$ cat src/rtl/pipeline_hazard_controller.sv
// Hazard control for a 5-stage pipeline: load-use stall, taken-branch flush,
// multi-cycle multiply/divide freeze, operand forwarding and a stall counter.
module pipeline_hazard_controller #(
   parameter int MDU_CYCLES = 4
) (
   input  logic        Clk,
   input  logic        Reset,
   input  logic [4:0]  ID_Rs,
   input  logic [4:0]  ID_Rt,
   input  logic        ID_UsesRt,
   input  logic [4:0]  EX_Rs,
   input  logic [4:0]  EX_Rt,
   input  logic        EX_MemRead,
   input  logic        EX_RegWrite,
   input  logic [4:0]  EX_WriteRegister,
   input  logic        EX_IsMulDiv,
   input  logic        EX_BranchTaken,
   input  logic        MEM_RegWrite,
   input  logic [4:0]  MEM_WriteRegister,
   input  logic        WB_RegWrite,
   input  logic [4:0]  WB_WriteRegister,
   output logic        PCWrite,
   output logic        IFID_Write,
   output logic        IDEX_Write,
   output logic        IFID_Flush,
   output logic        IDEX_Bubble,
   output logic [1:0]  ForwardA,
   output logic [1:0]  ForwardB,
   output logic        HiLoWrite,
   output logic        Busy,
   output logic [15:0] StallCount
);

   typedef enum logic [0:0] {RUN, MDU_BUSY} state_t;

   // The start cycle counts as one frozen cycle, so the counter covers the rest.
   localparam logic [3:0] CNT_LOAD = 4'(MDU_CYCLES - 2);

   state_t     state, nextState;
   logic [3:0] cnt, nextCnt;
   logic       loadUse;

   assign loadUse = EX_MemRead && EX_RegWrite && (EX_WriteRegister != 5'd0) &&
                    ((EX_WriteRegister == ID_Rs) ||
                     (ID_UsesRt && (EX_WriteRegister == ID_Rt)));

   always_ff @(posedge Clk) begin
      if (Reset) begin
         state <= RUN;
         cnt   <= 4'd0;
      end else begin
         state <= nextState;
         cnt   <= nextCnt;
      end
   end

   always_comb begin
      nextState   = state;
      nextCnt     = cnt;
      PCWrite     = 1'b1;
      IFID_Write  = 1'b1;
      IDEX_Write  = 1'b1;
      IFID_Flush  = 1'b0;
      IDEX_Bubble = 1'b0;
      HiLoWrite   = 1'b0;
      Busy        = 1'b0;
      case (state)
         RUN: begin
            if (EX_BranchTaken) begin
               IFID_Flush  = 1'b1;
               IDEX_Bubble = 1'b1;
            end else if (EX_IsMulDiv) begin
               nextState  = MDU_BUSY;
               nextCnt    = CNT_LOAD;
               PCWrite    = 1'b0;
               IFID_Write = 1'b0;
               IDEX_Write = 1'b0;
            end else if (loadUse) begin
               PCWrite     = 1'b0;
               IFID_Write  = 1'b0;
               IDEX_Bubble = 1'b1;
            end
         end
         MDU_BUSY: begin
            Busy = 1'b1;
            // Branch and load-use inputs are ignored while the MDU owns EX.
            if (cnt == 4'd0) begin
               HiLoWrite = 1'b1;
               nextState = RUN;
            end else begin
               PCWrite    = 1'b0;
               IFID_Write = 1'b0;
               IDEX_Write = 1'b0;
               nextCnt    = cnt - 4'd1;
            end
         end
         default: nextState = RUN;
      endcase
   end

   // MEM/WB forwarding; the younger (MEM) result wins on a double match.
   function automatic logic [1:0] fwdSel(input logic [4:0] src);
      if (MEM_RegWrite && (MEM_WriteRegister != 5'd0) && (MEM_WriteRegister == src))
         return 2'b10;
      else if (WB_RegWrite && (WB_WriteRegister != 5'd0) && (WB_WriteRegister == src))
         return 2'b01;
      else
         return 2'b00;
   endfunction

   always_comb begin
      ForwardA = fwdSel(EX_Rs);
      ForwardB = fwdSel(EX_Rt);
   end

   always_ff @(posedge Clk) begin
      if (Reset)
         StallCount <= 16'd0;
      else if (!PCWrite && (StallCount != 16'hFFFF))
         StallCount <= StallCount + 16'd1;
   end

endmodule

$ cat config.mk
export PLATFORM = sky130hd
export DESIGN_NAME = pipeline_hazard_controller
export DESIGN_NICKNAME = d
export VERILOG_FILES = /design/src/rtl/pipeline_hazard_controller.sv
export SDC_FILE = /design/constraint.sdc
export NUM_CORES = 1
export LEC_CHECK = 0
export CAP_MARGIN = 20
export CELL_PAD_IN_SITES_DETAIL_PLACEMENT = 2
export CELL_PAD_IN_SITES_GLOBAL_PLACEMENT = 2
export CORE_UTILIZATION = 20
export DETAILED_ROUTE_END_ITERATION = 7
export PLACE_DENSITY_LB_ADDON = 0.1
export SETUP_SLACK_MARGIN = 0.1
export SLEW_MARGIN = 20
export SYNTH_ARGS = -nofsm -noshare
export SYNTH_HDL_FRONTEND = slang
export SYNTH_SLANG_ARGS = --single-unit
$ cat constraint.sdc
create_clock -name Clk -period 1.9 [get_ports Clk]
set_input_delay 0.38 -clock Clk [delete_from_list [all_inputs] [get_ports Clk]]
set_output_delay 0.38 -clock Clk [all_outputs]
set_load 0.1 [all_outputs]
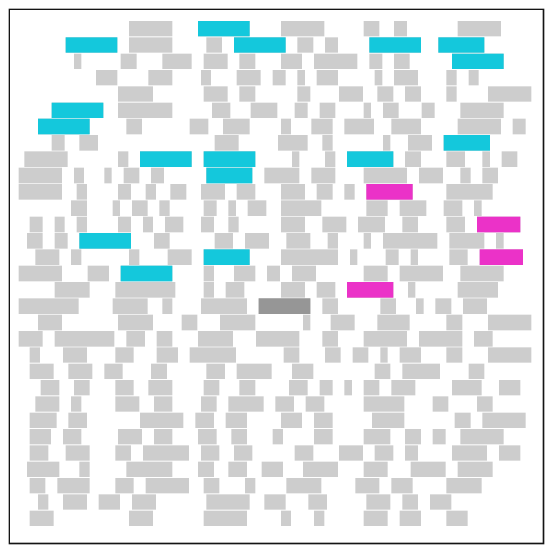
*Sequential cells coloured by netlist name, run 1*
Scale: 6 px per micron. Other sequential cells in the stronger grey, the rest of the logic in the fainter grey.
[`StallCount`] cyan | sequential cells: 16
[`cnt`] magenta | sequential cells: 4 | where: middle right
Seq power: 462 uW
fin util: 51.35%
flop share of the area: 12.73%
register area: 474.2 sq um

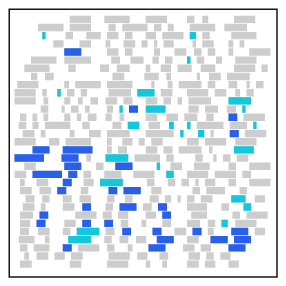
*Logic cells by family, run 1*
Scale: 3 px per micron.
[nor cells] cyan | cells: 25 | most used: nor2_1
[xor and xnor cells] blue | cells: 34 | most used: xor2_1

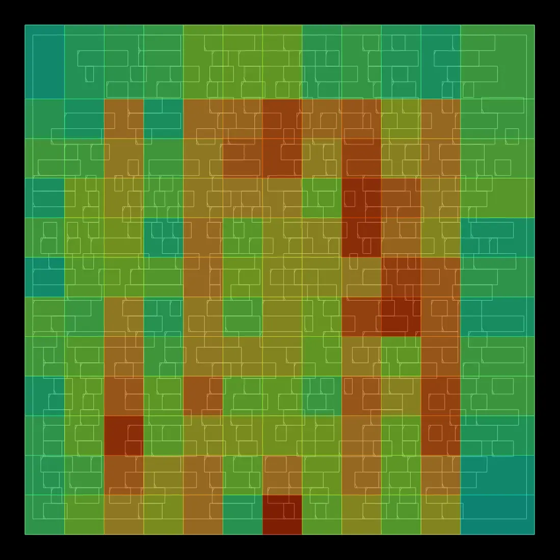
*Congestion heat map, run 1*
layer with the highest usage: met2
GR Layer Usage met2: 37.76%
met1 Track Usage GR: 22.43%
Routed WL per cell: 18.43 microns

==> results.tsv, run 1 <==
stage	metric	value	unit
status	status	finished with violations	
status	failing checks	setup timing	
run	max-cap violations	0	
worst_hold_path	Hold Path Depth	2	
final_layout	clock buffer count	3	
power_and_ir_drop	Leakage	0.001481	uW
final_layout	most frequent logic cells in the routed design	buf_4 (48), buf_6 (31), buf_12 (25)	
critical_path	CP top delay family	simple AND/OR/NAND/NOR gates	
run	tool warnings	30	
critical_path	R2R Setup Slk	-0.17	ns
cts	# hold bufs at CTS	0	
yosys	ys flops	21	
final_layout	Biggest register	StallCount	
floorplanning	Rows	31	
sta	Max Slew Vio Count	0	
yosys	Synth Instances	183	
sta	slew at the pin closest to its max-slew limit	0.3978	ns
cts	clock tree buffer depth	2	
sta	final-report hold violation count	0	
sta	worst hold margin	0.5253	ns
critical_path	buffer-and-inverter tally for the worst setup path	2	
route	WL final	7759	microns
sta	Worst Clk Skew	0.004061	ns
placement	Inst Count DP	405	
cts	Clock Tree Root	clkbuf_8	
route	met2 wire length	4301	microns
final_layout	nets	370	
placement	number of buffers added on ports	70	
power_and_ir_drop	Clk power	315	uW
power_and_ir_drop	peak supply drop	0.2145	mV
yosys	Post-synth seq share	27.91	%
critical_path	Setup crit end	ForwardA[0]	
global_route	largest net degree at the start of global routing	13	
power_and_ir_drop	Sw Share	38.15	%
cts	Post-CTS Resized	151	
sta	setup_tns	-3.258	ns
critical_path	crit start category	input pin	
cts	# clock sinks	21	
final_layout	combinational share of cell area	41.05	%
critical_path	worst r2r src	cnt[0]	
yosys	post-synth top area share	27.91	%
global_route	initial antenna violation count	0	
final_layout	inverter count	5	
sta	Relative slew margins	73.41	%
power_and_ir_drop	Internal Power	1021	uW
final_layout	seq_cells	21	
cts	Post-CTS Repair Setup Buffers	14	
route	wl on met1	3121	microns
yosys	Commonest cells post-synth	dfxtp_1 (21), xnor2_1 (17), xor2_1 (17), a21oi_1 (13), nand3_1 (13)	
yosys	count of warnings emitted by yosys	0	
route	DR vias/cell	4.596	
yosys	area fraction in compound gates	15.37	%
route	top sig layer	met4	
worst_hold_path	Hold WC Path Type	reg -> reg	
final_layout	dominant kind of cell	logic gates	
floorplanning	Die Height	88.79	microns
global_route	global route overflow	0	
floorplanning	Chip Width	88.79	microns
route	metal3 WL	225	microns
yosys	Largest cells by area	dfxtp_1 (28%), xnor2_1 (9.9%), xor2_1 (9.9%), or4_1 (4.5%), a21oi_1 (4.3%)	
sta	post-route worst setup slack	-0.3384	ns
final_layout	top flop regs	StallCount x16, cnt x4, state x1	
yosys	Synth cell types	43	
yosys	Post-Syn Nets	230	
cts	Clock transition at path regs	0.08	ns
yosys	mux frac, synth	0.6645	%
sta	# setup viols final	20	
sta	minimum clock period	2.238	ns
yosys	Mean Syn Cell Area	8.232	sq um
final_layout	Logic cell area	1529	sq um
sta	Final Cycle Share	117.8	%
power_and_ir_drop	highest-power group	combinational logic	
yosys	Post-synth EDFFs	0	
final_layout	FILL cells	742	
yosys	Adder Area Share	2.492	%
yosys	Cell Area, Synth	1506	sq um
final_layout	Layout non-clock buf frac	40.95	%
route	Via Count	1935	
yosys	simple share	30.07	%
yosys	yosys synthesis chip area	1506	sq um
yosys	Top logic family	simple AND/OR/NAND/NOR gates	
critical_path	Worst EP required	1.52	ns
yosys	XOR Share, Synth	19.77	%
power_and_ir_drop	Switch Pwr	629.8	uW
==> run 1 -> run 2 <==
--- a/config.mk
+++ b/config.mk
@@ -8,7 +8,8 @@
 export CAP_MARGIN = 20
 export CELL_PAD_IN_SITES_DETAIL_PLACEMENT = 2
 export CELL_PAD_IN_SITES_GLOBAL_PLACEMENT = 2
-export CORE_UTILIZATION = 20
+export CORE_UTILIZATION = 21
+export CTS_BUF_LIST = sky130_fd_sc_hd__clkbuf_8
 export DETAILED_ROUTE_END_ITERATION = 7
 export PLACE_DENSITY_LB_ADDON = 0.1
 export SETUP_SLACK_MARGIN = 0.1
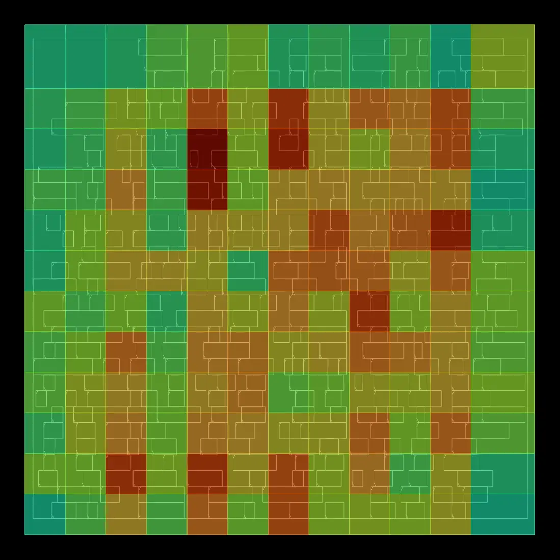
*Congestion heat map, run 2*
GR Layer Usage met2: 39.03%
gr usage total: 19.96%

==> run 2 against run 1 <==
  * The flow still finishes with violations (setup timing)
  * Setup slack improved by 0.019 ns
  * Flip-flop count unchanged
  * Sequential power about the same
  * Non-clock buffer count increased by 5
  * Utilization increased by 1.6 points
  * Synthesized cell count unchanged
  * Wire length increased by 0.55%
  * Critical endpoint is now IFID_Write
  * Largest power group unchanged
==> results.tsv, run 2 <==
stage	metric	value	unit
sta	# setup viols final	19	
critical_path	Worst EP required	1.52	ns
yosys	Post-synth seq share	27.91	%
floorplanning	Chip Width	86.70	microns
status	failing checks	setup timing	
worst_hold_path	Hold Path Depth	2	
yosys	Top logic family	simple AND/OR/NAND/NOR gates	
yosys	count of warnings emitted by yosys	0	
route	Via Count	1976	
cts	clock tree buffer depth	2	
route	Routed WL per cell	18.44	microns
status	status	finished with violations	
power_and_ir_drop	Sw Share	38.16	%
final_layout	Layout non-clock buf frac	41.02	%
sta	post-route worst setup slack	-0.3198	ns
final_layout	dominant kind of cell	non-clock buffers	
sta	final-report hold violation count	0	
cts	Post-CTS Repair Setup Buffers	11	
global_route	global route overflow	0	
route	WL final	7802	microns
yosys	Adder Area Share	2.492	%
run	tool warnings	30	
final_layout	flop share of the area	13.04	%
final_layout	clock buffer count	3	
power_and_ir_drop	Seq power	464	uW
final_layout	most frequent logic cells in the routed design	buf_4 (59), buf_12 (25), buf_6 (23)	
sta	Worst Clk Skew	0.008852	ns
cts	Post-CTS Resized	131	
final_layout	register area	474.2	sq um
global_route	layer with the highest usage	met2	
yosys	Post-synth EDFFs	0	
final_layout	seq_cells	21	
power_and_ir_drop	Clk power	306	uW
route	wl on met1	3093	microns
critical_path	R2R Setup Slk	-0.12	ns
sta	worst hold margin	0.5207	ns
final_layout	inverter count	5	
final_layout	Biggest register	StallCount	
cts	Clock Tree Root	clkbuf_8	
power_and_ir_drop	highest-power group	combinational logic	
route	metal3 WL	193	microns
power_and_ir_drop	Leakage	0.001473	uW
floorplanning	Rows	30	
yosys	area fraction in compound gates	15.37	%
cts	Clock transition at path regs	0.08	ns
cts	# hold bufs at CTS	0	
critical_path	Setup crit end	IFID_Write	
yosys	Largest cells by area	dfxtp_1 (28%), xnor2_1 (9.9%), xor2_1 (9.9%), or4_1 (4.5%), a21oi_1 (4.3%)	
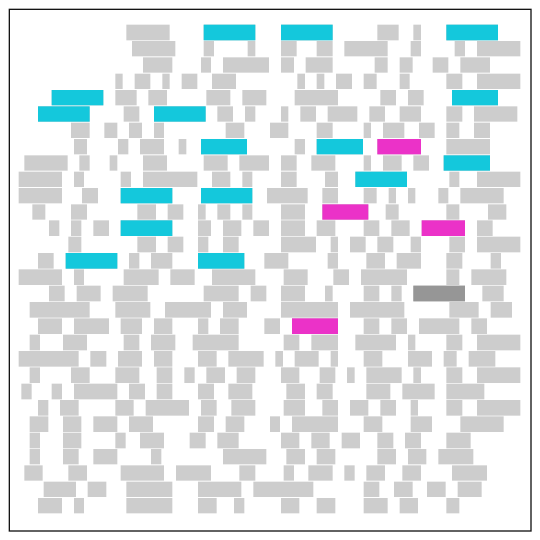
*Sequential cells coloured by netlist name, run 2*
Scale: 6 px per micron. Other sequential cells in the stronger grey, the rest of the logic in the fainter grey.
[`cnt`] magenta | sequential cells: 4
[`StallCount`] cyan | sequential cells: 16
not coloured: 1

==> run 2 -> run 3 <==
--- a/config.mk
+++ b/config.mk
@@ -12,7 +12,6 @@
 export CTS_BUF_LIST = sky130_fd_sc_hd__clkbuf_8
 export DETAILED_ROUTE_END_ITERATION = 7
 export PLACE_DENSITY_LB_ADDON = 0.1
-export SETUP_SLACK_MARGIN = 0.1
 export SLEW_MARGIN = 20
 export SYNTH_ARGS = -nofsm -noshare
 export SYNTH_HDL_FRONTEND = slang
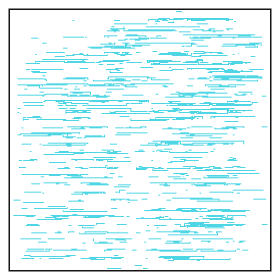
*Met1 routing, run 3*
Scale: 3 px per micron.
nets with wire on the layer: 334
share of all routed wire: 39%
main direction: horizontal
wire length on this layer: 3330 microns
longest straight run: 23.9 microns

==> run 3 against run 2 <==
  * The run still ends with setup timing left
  * Non-clock buffer count up 4
  * Sequential power grew 1%
  * Die area unchanged
  * Final cell count increased by 0.95%
  * Critical endpoint is now PCWrite
==> results.tsv, run 3 <==
stage	metric	value	unit
final_layout	Layout non-clock buf frac	42.44	%
final_layout	register area	461.7	sq um
global_route	GR Layer Usage met2	39.97	%
final_layout	FILL cells	699	
cts	Clock Tree Root	clkbuf_8	
yosys	Cell Area, Synth	1506	sq um
status	failing checks	setup timing	
sta	final-report hold violation count	0	
yosys	post-synth top area share	27.91	%
route	metal3 WL	277	microns
power_and_ir_drop	Clk power	327	uW
final_layout	Biggest register	StallCount	
route	Routed WL per cell	20.19	microns
cts	Post-CTS Repair Setup Buffers	11	
critical_path	CP top delay family	simple AND/OR/NAND/NOR gates	
yosys	Post-Syn Nets	230	
power_and_ir_drop	Seq power	470	uW
sta	slew at the pin closest to its max-slew limit	0.3246	ns
sta	Worst Clk Skew	0.003052	ns
yosys	XOR Share, Synth	19.77	%
yosys	simple share	30.07	%
status	status	finished with violations	
critical_path	worst r2r src	cnt[0]	
yosys	Synth cell types	43	
sta	post-route worst setup slack	-0.3804	ns
final_layout	Logic cell area	1459	sq um
sta	Relative slew margins	78.20	%
yosys	ys flops	21	
final_layout	nets	379	
yosys	Top logic family	simple AND/OR/NAND/NOR gates	
yosys	Adder Area Share	2.492	%
cts	# hold bufs at CTS	0	
final_layout	top flop regs	StallCount x16, cnt x4, state x1	
global_route	met1 Track Usage GR	24.80	%
sta	# setup viols final	21	
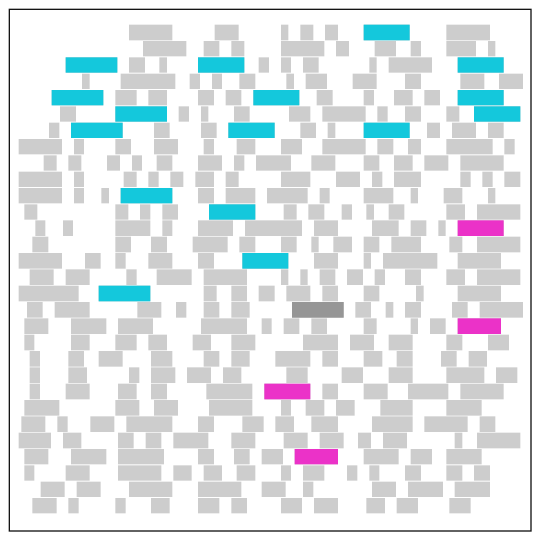
*Sequential cells coloured by netlist name, run 3*
Scale: 6 px per micron. Other sequential cells in the stronger grey, the rest of the logic in the fainter grey.
[`cnt`] magenta | sequential cells: 4
[`StallCount`] cyan | sequential cells: 16

Power figures rest on the tool's default switching activity, not on a simulated workload.
